## config.mk

```make
export PLATFORM = sky130hd
export DESIGN_NAME = regfile_fwd_bank_flat
export DESIGN_NICKNAME = d
export VERILOG_FILES = /design/src/rtl/pipe_pkg.sv /design/src/rtl/regfile_fwd_bank_if.sv /design/src/rtl/regfile_scoreboard.sv /design/src/rtl/regfile_fwd_bank.sv /design/src/flat_wrapper.sv
export SDC_FILE = /design/constraint.sdc
export NUM_CORES = 1
export LEC_CHECK = 0
export CORE_UTILIZATION = 54
export DETAILED_ROUTE_END_ITERATION = 12
export GPL_TIMING_DRIVEN = 0
export PLACE_DENSITY_LB_ADDON = 0.25
export SYNTH_ARGS = -nofsm -noshare
export SYNTH_HDL_FRONTEND = slang
export SYNTH_SLANG_ARGS = --single-unit
```

## constraint.sdc

```tcl
create_clock -name clk -period 2.8 [get_ports clk]
set_clock_uncertainty 0.15 [all_clocks]
set_input_delay 0.56 -clock clk [delete_from_list [all_inputs] [get_ports clk]]
set_output_delay 0.56 -clock clk [all_outputs]
set_load 0.05 [all_outputs]
```

## src/rtl/pipe_pkg.sv

```systemverilog
// Shared decode-stage definitions: forwarding mux encodings and default widths.
package pipe_pkg;

  // Per-port operand source select.
  localparam logic [1:0] FWD_BANK = 2'b00;
  localparam logic [1:0] FWD_EX   = 2'b01;
  localparam logic [1:0] FWD_DM   = 2'b10;
  localparam logic [1:0] FWD_WB   = 2'b11;

  // Default register/datapath width and register address width.
  localparam int DEF_DATA_W = 8;
  localparam int DEF_ADDR_W = 5;

endpackage

```

## src/rtl/regfile_fwd_bank_if.sv

```systemverilog
// Decode-stage register bank bus: read ports, forwarding inputs, write port,
// issue tracking and hazard outputs.
interface regfile_fwd_bank_if
  import pipe_pkg::*;
#(
  parameter int DATA_W = DEF_DATA_W,
  parameter int ADDR_W = DEF_ADDR_W,
  parameter int NRD    = 2
);
  logic [NRD-1:0]          rd_en;
  logic [NRD*ADDR_W-1:0]   rd_addr;
  logic [NRD*2-1:0]        fwd_sel;
  logic [DATA_W-1:0]       fwd_ex;
  logic [DATA_W-1:0]       fwd_dm;
  logic [DATA_W-1:0]       fwd_wb;
  logic [DATA_W-1:0]       imm;
  logic                    imm_sel;
  logic                    wr_en;
  logic [ADDR_W-1:0]       wr_addr;
  logic [DATA_W-1:0]       wr_data;
  logic                    issue_en;
  logic [ADDR_W-1:0]       iss_addr;
  logic [NRD*DATA_W-1:0]   rd_data;
  logic                    stall;
  logic [(1<<ADDR_W)-1:0]  pending;

  // Pipeline side: drives requests, observes operands and hazards.
  modport master (
    output rd_en, rd_addr, fwd_sel, fwd_ex, fwd_dm, fwd_wb, imm, imm_sel,
           wr_en, wr_addr, wr_data, issue_en, iss_addr,
    input  rd_data, stall, pending
  );

  // Register bank side.
  modport slave (
    input  rd_en, rd_addr, fwd_sel, fwd_ex, fwd_dm, fwd_wb, imm, imm_sel,
           wr_en, wr_addr, wr_data, issue_en, iss_addr,
    output rd_data, stall, pending
  );
endinterface

```

## src/rtl/regfile_scoreboard.sv

```systemverilog
// Pending-write scoreboard: tracks registers owed a result by an in-flight
// instruction and flags read-after-write hazards on the read ports.
module regfile_scoreboard
  import pipe_pkg::*;
#(
  parameter int ADDR_W   = DEF_ADDR_W,
  parameter int NRD      = 2,
  parameter int ZERO_REG = 1
) (
  input  logic                   clk,
  input  logic                   rst_n,
  input  logic                   i_wr_en,
  input  logic [ADDR_W-1:0]      i_wr_addr,
  input  logic                   i_issue_en,
  input  logic [ADDR_W-1:0]      i_iss_addr,
  input  logic [NRD-1:0]         i_rd_en,
  input  logic [NRD*ADDR_W-1:0]  i_rd_addr,
  output logic [(1<<ADDR_W)-1:0] o_pending,
  output logic                   o_stall
);
  localparam int DEPTH = 1 << ADDR_W;

  logic [DEPTH-1:0] r_pending;
  logic [DEPTH-1:0] w_pending_nxt;
  logic             w_stall;
  logic             w_iss_ok;

  assign w_iss_ok = i_issue_en && !((ZERO_REG != 0) && (i_iss_addr == '0));

  // Next scoreboard state: retire on write, then mark on issue so the newer owner wins.
  always_comb begin
    // NOTE: defaulting every always_comb output first keeps partial updates from inferring latches.
    w_pending_nxt = r_pending;
    if (i_wr_en)  w_pending_nxt[i_wr_addr]  = 1'b0;
    if (w_iss_ok) w_pending_nxt[i_iss_addr] = 1'b1;
  end

  // Scoreboard register.
  always_ff @(posedge clk or negedge rst_n) begin
    if (!rst_n) r_pending <= '0;
    else        r_pending <= w_pending_nxt;
  end

  // Hazard: an enabled read of a pending register not satisfied by a same-cycle write.
  always_comb begin
    logic [ADDR_W-1:0] v_addr;
    w_stall = 1'b0;
    v_addr  = '0;
    for (int p = 0; p < NRD; p++) begin
      v_addr = i_rd_addr[p*ADDR_W +: ADDR_W];
      if (i_rd_en[p] && r_pending[v_addr] && !(i_wr_en && (i_wr_addr == v_addr)))
        w_stall = 1'b1;
    end
  end

  assign o_pending = r_pending;
  assign o_stall   = w_stall;
endmodule

```

## src/rtl/regfile_fwd_bank.sv

```systemverilog
// Decode-stage register bank with registered read ports, write-through bypass,
// per-port forwarding muxes, immediate override and a RAW-hazard scoreboard.
module regfile_fwd_bank
  import pipe_pkg::*;
#(
  parameter int DATA_W   = DEF_DATA_W,
  parameter int ADDR_W   = DEF_ADDR_W,
  parameter int NRD      = 2,
  parameter int ZERO_REG = 1
) (
  input logic              clk,
  input logic              rst_n,
  regfile_fwd_bank_if.slave bus
);
  localparam int DEPTH = 1 << ADDR_W;

  logic [DATA_W-1:0] r_bank [DEPTH];
  logic              w_wr_ok;

  // Writes to the hardwired zero register are dropped.
  assign w_wr_ok = bus.wr_en && !((ZERO_REG != 0) && (bus.wr_addr == '0));

  // Register bank storage with full clear on reset.
  always_ff @(posedge clk or negedge rst_n) begin
    if (!rst_n) begin
      // NOTE: this bank is reset entry by entry, so it maps to flops rather than RAM; state uses <= only.
      for (int i = 0; i < DEPTH; i++) r_bank[i] <= '0;
    end else if (w_wr_ok) begin
      r_bank[bus.wr_addr] <= bus.wr_data;
    end
  end

  for (genvar p = 0; p < NRD; p++) begin : g_port
    logic [ADDR_W-1:0] w_addr;
    logic [1:0]        w_sel;
    logic [DATA_W-1:0] r_rdq;
    logic [DATA_W-1:0] w_out;

    assign w_addr = bus.rd_addr[p*ADDR_W +: ADDR_W];
    assign w_sel  = bus.fwd_sel[p*2 +: 2];

    // Registered read with zero-register and same-edge write bypass.
    always_ff @(posedge clk or negedge rst_n) begin
      if (!rst_n) begin
        r_rdq <= '0;
      end else if (bus.rd_en[p]) begin
        if ((ZERO_REG != 0) && (w_addr == '0))  r_rdq <= '0;
        else if (w_wr_ok && (bus.wr_addr == w_addr)) r_rdq <= bus.wr_data;
        else                                      r_rdq <= r_bank[w_addr];
      end
    end

    // Operand select: bank, forwarded results, or immediate on the last port.
    always_comb begin
      w_out = r_rdq;
      case (w_sel)
        FWD_EX:  w_out = bus.fwd_ex;
        FWD_DM:  w_out = bus.fwd_dm;
        FWD_WB:  w_out = bus.fwd_wb;
        default: w_out = r_rdq;
      endcase
      if ((p == NRD-1) && bus.imm_sel) w_out = bus.imm;
    end

    assign bus.rd_data[p*DATA_W +: DATA_W] = w_out;
  end

  regfile_scoreboard #(
    .ADDR_W   (ADDR_W),
    .NRD      (NRD),
    .ZERO_REG (ZERO_REG)
  ) u_scoreboard (
    .clk        (clk),
    .rst_n      (rst_n),
    .i_wr_en    (bus.wr_en),
    .i_wr_addr  (bus.wr_addr),
    .i_issue_en (bus.issue_en),
    .i_iss_addr (bus.iss_addr),
    .i_rd_en    (bus.rd_en),
    .i_rd_addr  (bus.rd_addr),
    .o_pending  (bus.pending),
    .o_stall    (bus.stall)
  );
endmodule

```

## src/flat_wrapper.sv

```systemverilog
// flat-port wrapper written by rule: the top's interface ports become plain ports
module regfile_fwd_bank_flat import pipe_pkg::*;
#(
  parameter int DATA_W   = DEF_DATA_W,
  parameter int ADDR_W   = DEF_ADDR_W,
  parameter int NRD      = 2,
  parameter int ZERO_REG = 1
)
  (clk, rst_n, bus_rd_en, bus_rd_addr, bus_fwd_sel, bus_fwd_ex, bus_fwd_dm, bus_fwd_wb, bus_imm, bus_imm_sel, bus_wr_en, bus_wr_addr, bus_wr_data, bus_issue_en, bus_iss_addr, bus_rd_data, bus_stall, bus_pending);
  regfile_fwd_bank_if #(.DATA_W(DATA_W), .ADDR_W(ADDR_W), .NRD(NRD)) bus_i ();
  input logic clk;
  input logic rst_n;
  input wire logic [$bits(bus_i.rd_en)-1:0] bus_rd_en;
  input wire logic [$bits(bus_i.rd_addr)-1:0] bus_rd_addr;
  input wire logic [$bits(bus_i.fwd_sel)-1:0] bus_fwd_sel;
  input wire logic [$bits(bus_i.fwd_ex)-1:0] bus_fwd_ex;
  input wire logic [$bits(bus_i.fwd_dm)-1:0] bus_fwd_dm;
  input wire logic [$bits(bus_i.fwd_wb)-1:0] bus_fwd_wb;
  input wire logic [$bits(bus_i.imm)-1:0] bus_imm;
  input wire logic [$bits(bus_i.imm_sel)-1:0] bus_imm_sel;
  input wire logic [$bits(bus_i.wr_en)-1:0] bus_wr_en;
  input wire logic [$bits(bus_i.wr_addr)-1:0] bus_wr_addr;
  input wire logic [$bits(bus_i.wr_data)-1:0] bus_wr_data;
  input wire logic [$bits(bus_i.issue_en)-1:0] bus_issue_en;
  input wire logic [$bits(bus_i.iss_addr)-1:0] bus_iss_addr;
  output wire logic [$bits(bus_i.rd_data)-1:0] bus_rd_data;
  output wire logic [$bits(bus_i.stall)-1:0] bus_stall;
  output wire logic [$bits(bus_i.pending)-1:0] bus_pending;
  assign bus_i.rd_en = bus_rd_en;
  assign bus_i.rd_addr = bus_rd_addr;
  assign bus_i.fwd_sel = bus_fwd_sel;
  assign bus_i.fwd_ex = bus_fwd_ex;
  assign bus_i.fwd_dm = bus_fwd_dm;
  assign bus_i.fwd_wb = bus_fwd_wb;
  assign bus_i.imm = bus_imm;
  assign bus_i.imm_sel = bus_imm_sel;
  assign bus_i.wr_en = bus_wr_en;
  assign bus_i.wr_addr = bus_wr_addr;
  assign bus_i.wr_data = bus_wr_data;
  assign bus_i.issue_en = bus_issue_en;
  assign bus_i.iss_addr = bus_iss_addr;
  assign bus_rd_data = bus_i.rd_data;
  assign bus_stall = bus_i.stall;
  assign bus_pending = bus_i.pending;
  regfile_fwd_bank #(.DATA_W(DATA_W), .ADDR_W(ADDR_W), .NRD(NRD), .ZERO_REG(ZERO_REG)) u_core (.clk(clk), .rst_n(rst_n), .bus(bus_i));
endmodule
```

run_1/floorplan.png
(2 px per um) Pins as bars on the die edge.
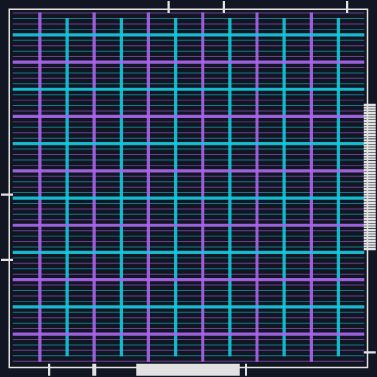
legend:
  purple:
    net: VSS
  cyan:
    net: VDD
met1 rails: 65
met5 straps: 12
met4 straps: 12
signal pins: 120

run_1/gates.png
(1.5 px per um)
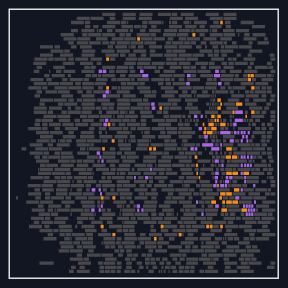
legend:
  orange:
    family: nor cells
    cells: 64
  purple:
    family: aoi and oai cells
    cells: 92

==> run notes, run 1 <==
* complete, but fails checks — run status
* negative setup slack — violated checks
* 12,330 — via count
* 1,545 — iteration-0 DRC count of the detailed router
* 10 — Crit Path Max Fanout
* u_core.r_bank[75]$_DFFE_PN0P_ — source of the worst register-to-register timing path
* 0 — DRC
* 1,371 — final net count
* 1,197 — Nets at Floorplan
* 7607 um^2 — Flop area
* 0.4531 — Largest type area fraction
* 1.120 — period utilization
* 0 — Final Max Tran Viols
* 51 — count of cell types in the netlist
* flip-flop to flip-flop — Hold WC Path Type
* 0.3036 — fraction of layout instances using a drive strength above 1
* 0.5489 — Initial Util
* 64 — Core Rows
* 20,370 um^2 — Layout Cell Area excl Fill
* 3136 ps — final period demand of the worst path
* 0 — Max Cap Violations
* 34 — number of buffers created by CTS
* 14.23 mW — Final Power
* dfrtp_1 — Synth top cell by count
* 80,920 um — first-pass GRT wire length
* 21.32% — synthesis-to-finish area growth
* 0 — final hold vios
* 0 — EDFF count, synth
* 31 — number of warnings in the stage logs
* 37,200 um — detailed placement HPWL
* 2090 ps — Worst EP required
* 178.3 um — die height
* yes — RSZ-0062 raised after global routing
* 8936 um^2 — Combinational Area
* 1,126 — yosys cell count
* 2 — count of final setup violators
* -336.3 ps — final critical-path setup slack
* 0.3594 — total routing resource utilization after global routing
* output port — sort of element at the end of the critical path
* -1910 ps — pre-CTS WS
* 14.91 um^2 — mean instance size in the synthesized netlist
* dfrtp_1 (45%), mux4_2 (22%), mux2_1 (14%) — top post-synthesis cells by area
run_1/clock_wires.png
(1.5 px per um)
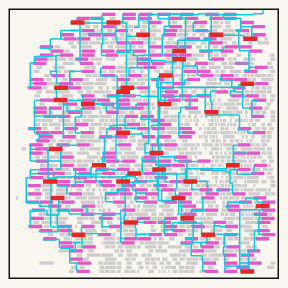
legend:
  red:
    item: clock-net drivers
    count: 34
  cyan:
    item: clock wires
    length: 3,730 um
  magenta:
    item: flip-flops
    count: 304
flops lie: all over the die
routed clock nets: 35

## run 1: where the power goes
part | internal (mW) | switching (mW) | leakage, nW
sequential | 5.25 | 0.702 | 3.88
combinational | 1.89 | 1.74 | 4.21
clock | 2.85 | 1.79 | 0.583
total | 10.0 | 4.24 | 8.68
## run 1: placed cells by master, fill, tap and decap left out, types with 10 or more instances in the layout
| cell type | synthesis | final |
|---|---|---|
| mux4_2 | 166 | 166 |
| nor2_4 | 0 | 17 |
| nand3b_1 | 10 | 10 |
| o21ai_1 | 17 | 18 |
| clkdlybuf4s50_1 | 0 | 87 |
| mux2_2 | 56 | 56 |
| dfrtp_1 | 304 | 304 |
| a211oi_1 | 15 | 13 |
| a22o_1 | 22 | 22 |
| nor2b_1 | 24 | 24 |
| clkbuf_1 | 65 | 49 |
| clkbuf_2 | 0 | 10 |
| xnor2_1 | 10 | 10 |
| nand2_1 | 23 | 19 |
| mux2i_1 | 16 | 15 |
| clkbuf_8 | 0 | 12 |
| mux2_1 | 204 | 204 |
| buf_4 | 5 | 30 |
| buf_12 | 1 | 11 |
| o21ai_0 | 18 | 17 |
| clkbuf_16 | 0 | 37 |
| a21oi_1 | 16 | 14 |
## run 1: cells by family (layout without fill, tap and decap cells)
group	Yosys count	after routing	share of synthesized area
compound gates	130	130	0.05544
mux	448	448	0.4159
simple gates	131	131	0.04299
flops	304	304	0.4531
xor+xnor	10	10	0.005216
buf+inv	103	301	0.02742
## run 1: state kept, by name (all words and copies together) (netlist names)
register and cells:
u_core.g_port.r_rdq 16, u_core.r_bank 256, u_core.u_scoreboard.o_pending 32
## run 1: area by class of cell
| type | count | area share |
|---|---|---|
| buffer | 96 | 0.03569 |
| clock buffer | 53 | 0.05331 |
| clock inverter | 7 | 0.004361 |
| inverter | 6 | 0.001228 |
| multi-input combinational | 719 | 0.4387 |
| sequential | 304 | 0.3734 |
| tap | 396 | 0.02432 |
| timing repair buffer | 139 | 0.06898 |
## run 1: repair_timing
| item | CTS | global route |
|---|---|---|
| hold buffers | 1 | 0 |
| buffers inserted | 6 | 24 |
| gates resized | 128 | 46 |
| pin swaps | 3 | 9 |
| hold endpoints to repair | 88 | 0 |
| setup endpoints to repair | 160 | 158 |
## run 1: worst paths after layout
kind,end,slack [ps],depth (start not counted)
setup / recovery,bus_stall,-340,9
hold / removal,u_core.r_bank[251]$_DFFE_PN0P_,330,1
setup reg to reg,u_core.g_port[1].r_rdq[3]$_DFFE_PN0P_,570,4
hold reg to reg,u_core.r_bank[251]$_DFFE_PN0P_,330,1
max in group asynchronous,u_core.r_bank[78]$_DFFE_PN0P_,550,4
min in group asynchronous,u_core.r_bank[35]$_DFFE_PN0P_,490,2
## run 1: worst reg2reg max path, delay by kind of cell, from the launching register on
family          cells  cell delay (ps)
mux                 2             1070
flops               1              400
compound gates      1              340
simple gates        1              150
## run 1: metal layers
metal,track usage,up-vias,share of wire
met1,0.4645,6488,0.37
met3,0.07737,213,0.094
met2,0.5638,837,0.47
met4,0.2062,0,0.062
li1,-,4794,-
met5,0,-,0
==> run 2: changes to the inputs <==
Settings changed: ABC_CLOCK_PERIOD_IN_PS from default to 2600.
Clock period 2.8 ns to 2.6 ns, I/O delays scaled along.
run_2/floorplan.png
(2 px per um) Pins as bars on the die edge.
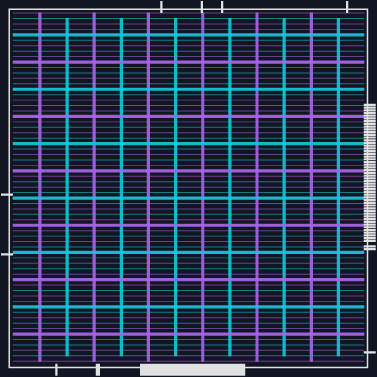
legend:
  cyan:
    net: VDD
  purple:
    net: VSS
met5 straps: 12
met1 rails: 65
rows: 64
met4 straps: 12
signal pins: 120
peak supply drop: 0.4573 mV
die height: 178.3 um
die span in x: 178.3 um
core footprint: 30,590 um^2

==> run 2 against run 1 <==
  * Clock power rose by 9.3%
  * The flow still finishes with violations (negative setup slack)
  * Utilization is 0.070 points higher
  * Die size is the same
  * Combinational power up 7.4%
  * Global-route usage shrank 0.43 points
  * Critical path type unchanged
  * Sequential cell count did not move
==> run notes, run 2 <==
* complete, but fails checks — run status
* -550.8 ps — final critical-path setup slack
* 64 — Core Rows
* 0.329 — proportion of power drawn by the clock network
* 0.5496 — met2 track demand over resource
* 0.254 — portion of total power attributed to combinational logic
* 1,197 — Nets at Floorplan
* 21.45% — synthesis-to-finish area growth
* 0 — EDFF count, synth
* 0 — DRC
* 51 — count of cell types in the netlist
* dfrtp_1 — Synth top cell by count
* 3151 ps — final period demand of the worst path
* -2007 ps — pre-CTS WS
* 0.3010 — proportion of total power due to net switching
* 0.3152 — fraction of layout instances using a drive strength above 1
* 0.4531 — Largest type area fraction
* 256 — Largest register FFs
* 1,373 — final net count
* dfrtp_1 (304), mux2_1 (204), mux4_2 (166) — most instantiated logic cells after routing
* 0.4522 — met1 GRT Util
* 33 — number of warnings in the stage logs
* 4.639 mW — reported net switching power
* 1,593 — iteration-0 DRC count of the detailed router
* 0 — Max Cap Violations
* negative setup slack — violated checks
* 12,280 — via count
* 1930 ps — Worst EP required
* 37,390 um — detailed placement HPWL
* u_core.r_bank — register with the highest flop count
* 0.417 — part of the total power dissipated in sequential elements
* 0 — Final Max Tran Viols
* 10.77 mW — internal power component
* 35 — number of buffers created by CTS
* met2 — peak-usage layer in the global routing report
* 16 — count of final setup violators
* 0.3551 — total routing resource utilization after global routing
* yes — RSZ-0062 raised after global routing
* 1,126 — yosys cell count
* 0.5489 — Initial Util
## run 2: cell counts after synthesis
No cell type changed its count.
## run 2: power groups by stage
stage | Combinational (mW) | Sequential [mW] | Clock [mW]
2_1_floorplan | 2.30 | 6.57 | 0
3_3_place_gp | 3.66 | 6.43 | 0
3_5_place_dp | 3.74 | 6.47 | 0
4_1_cts | 3.84 | 6.39 | 5.10
5_1_grt | 4.10 | 6.52 | 5.30
6_report | 3.91 | 6.43 | 5.07
## run 2: through the flow
stage                       util  power, mW  instance area [um^2]  setup TNS (ps)  instances
final                     0.6666      15.41                 20390          -751.0       1722
after global routing      0.6666      15.92                 20390           -2022       1722
after CTS                 0.6580      15.32                 20130          -485.1       1704
after detailed placement  0.6053      10.21                 18520         -214260       1630
after global placement    0.6033      10.09                 18460        -3895640       1628
after floorplan                -      8.871                 16900          -165.2       1126
## run 2: timing repair
item | CTS | global route
cloned | 0 | 0
endpoints found under the hold margin | 67 | 0
pin swaps | 9 | 12
hold buffers | 1 | 0
gates resized | 164 | 21
buffers inserted | 12 | 18
endpoints found under the setup margin | 204 | 96
## run 2: final timing paths
kind                                                      from                                    end  slack [ps]  cells past startpoint
worst max-delay path                            bus_rd_addr[3]                              bus_stall        -550                      9
worst min-delay path            u_core.r_bank[255]$_DFFE_PN0P_         u_core.r_bank[255]$_DFFE_PN0P_         330                      1
worst max register to register   u_core.r_bank[67]$_DFFE_PN0P_  u_core.g_port[1].r_rdq[3]$_DFFE_PN0P_         360                      4
worst min register to register  u_core.r_bank[255]$_DFFE_PN0P_         u_core.r_bank[255]$_DFFE_PN0P_         330                      1
max in group asynchronous                                rst_n         u_core.r_bank[145]$_DFFE_PN0P_         870                      3
min in group asynchronous                                rst_n          u_core.r_bank[60]$_DFFE_PN0P_         400                      2
## run 2: metal layers
metal	wire length, um	vias up
li1	-	4798
met4	3485	0
met5	0	-
met3	5969	221
met2	25940	859
met1	19840	6406
## run 2: worst max-delay path, delay by kind of cell
family          cells  cell delay, ps
compound gates      3             450
buf+inv             4            1260
simple gates        2             240
## run 2: cells by family after synthesis
family | share of synthesized area
multiplexers | 0.4159
flip-flops | 0.4531
AND/OR/NAND/NOR | 0.04299
AND-OR/OR-AND | 0.05544
buffers and inverters | 0.02742
XOR/XNOR | 0.005216
## run 2: layout make-up
class | instances | area, um^2 | area share
clock buffer | 48 | 1037 | 0.05086
timing repair buffer | 139 | 1423 | 0.06976
sequential | 304 | 7607 | 0.3731
inverter | 6 | 23.77 | 0.001166
buffer | 97 | 689.4 | 0.03381
tap | 396 | 495.5 | 0.02430
multi-input combinational | 719 | 8971 | 0.4399
clock inverter | 13 | 145.1 | 0.007117
No activity file was given, so power comes from the tool's default toggle rates.
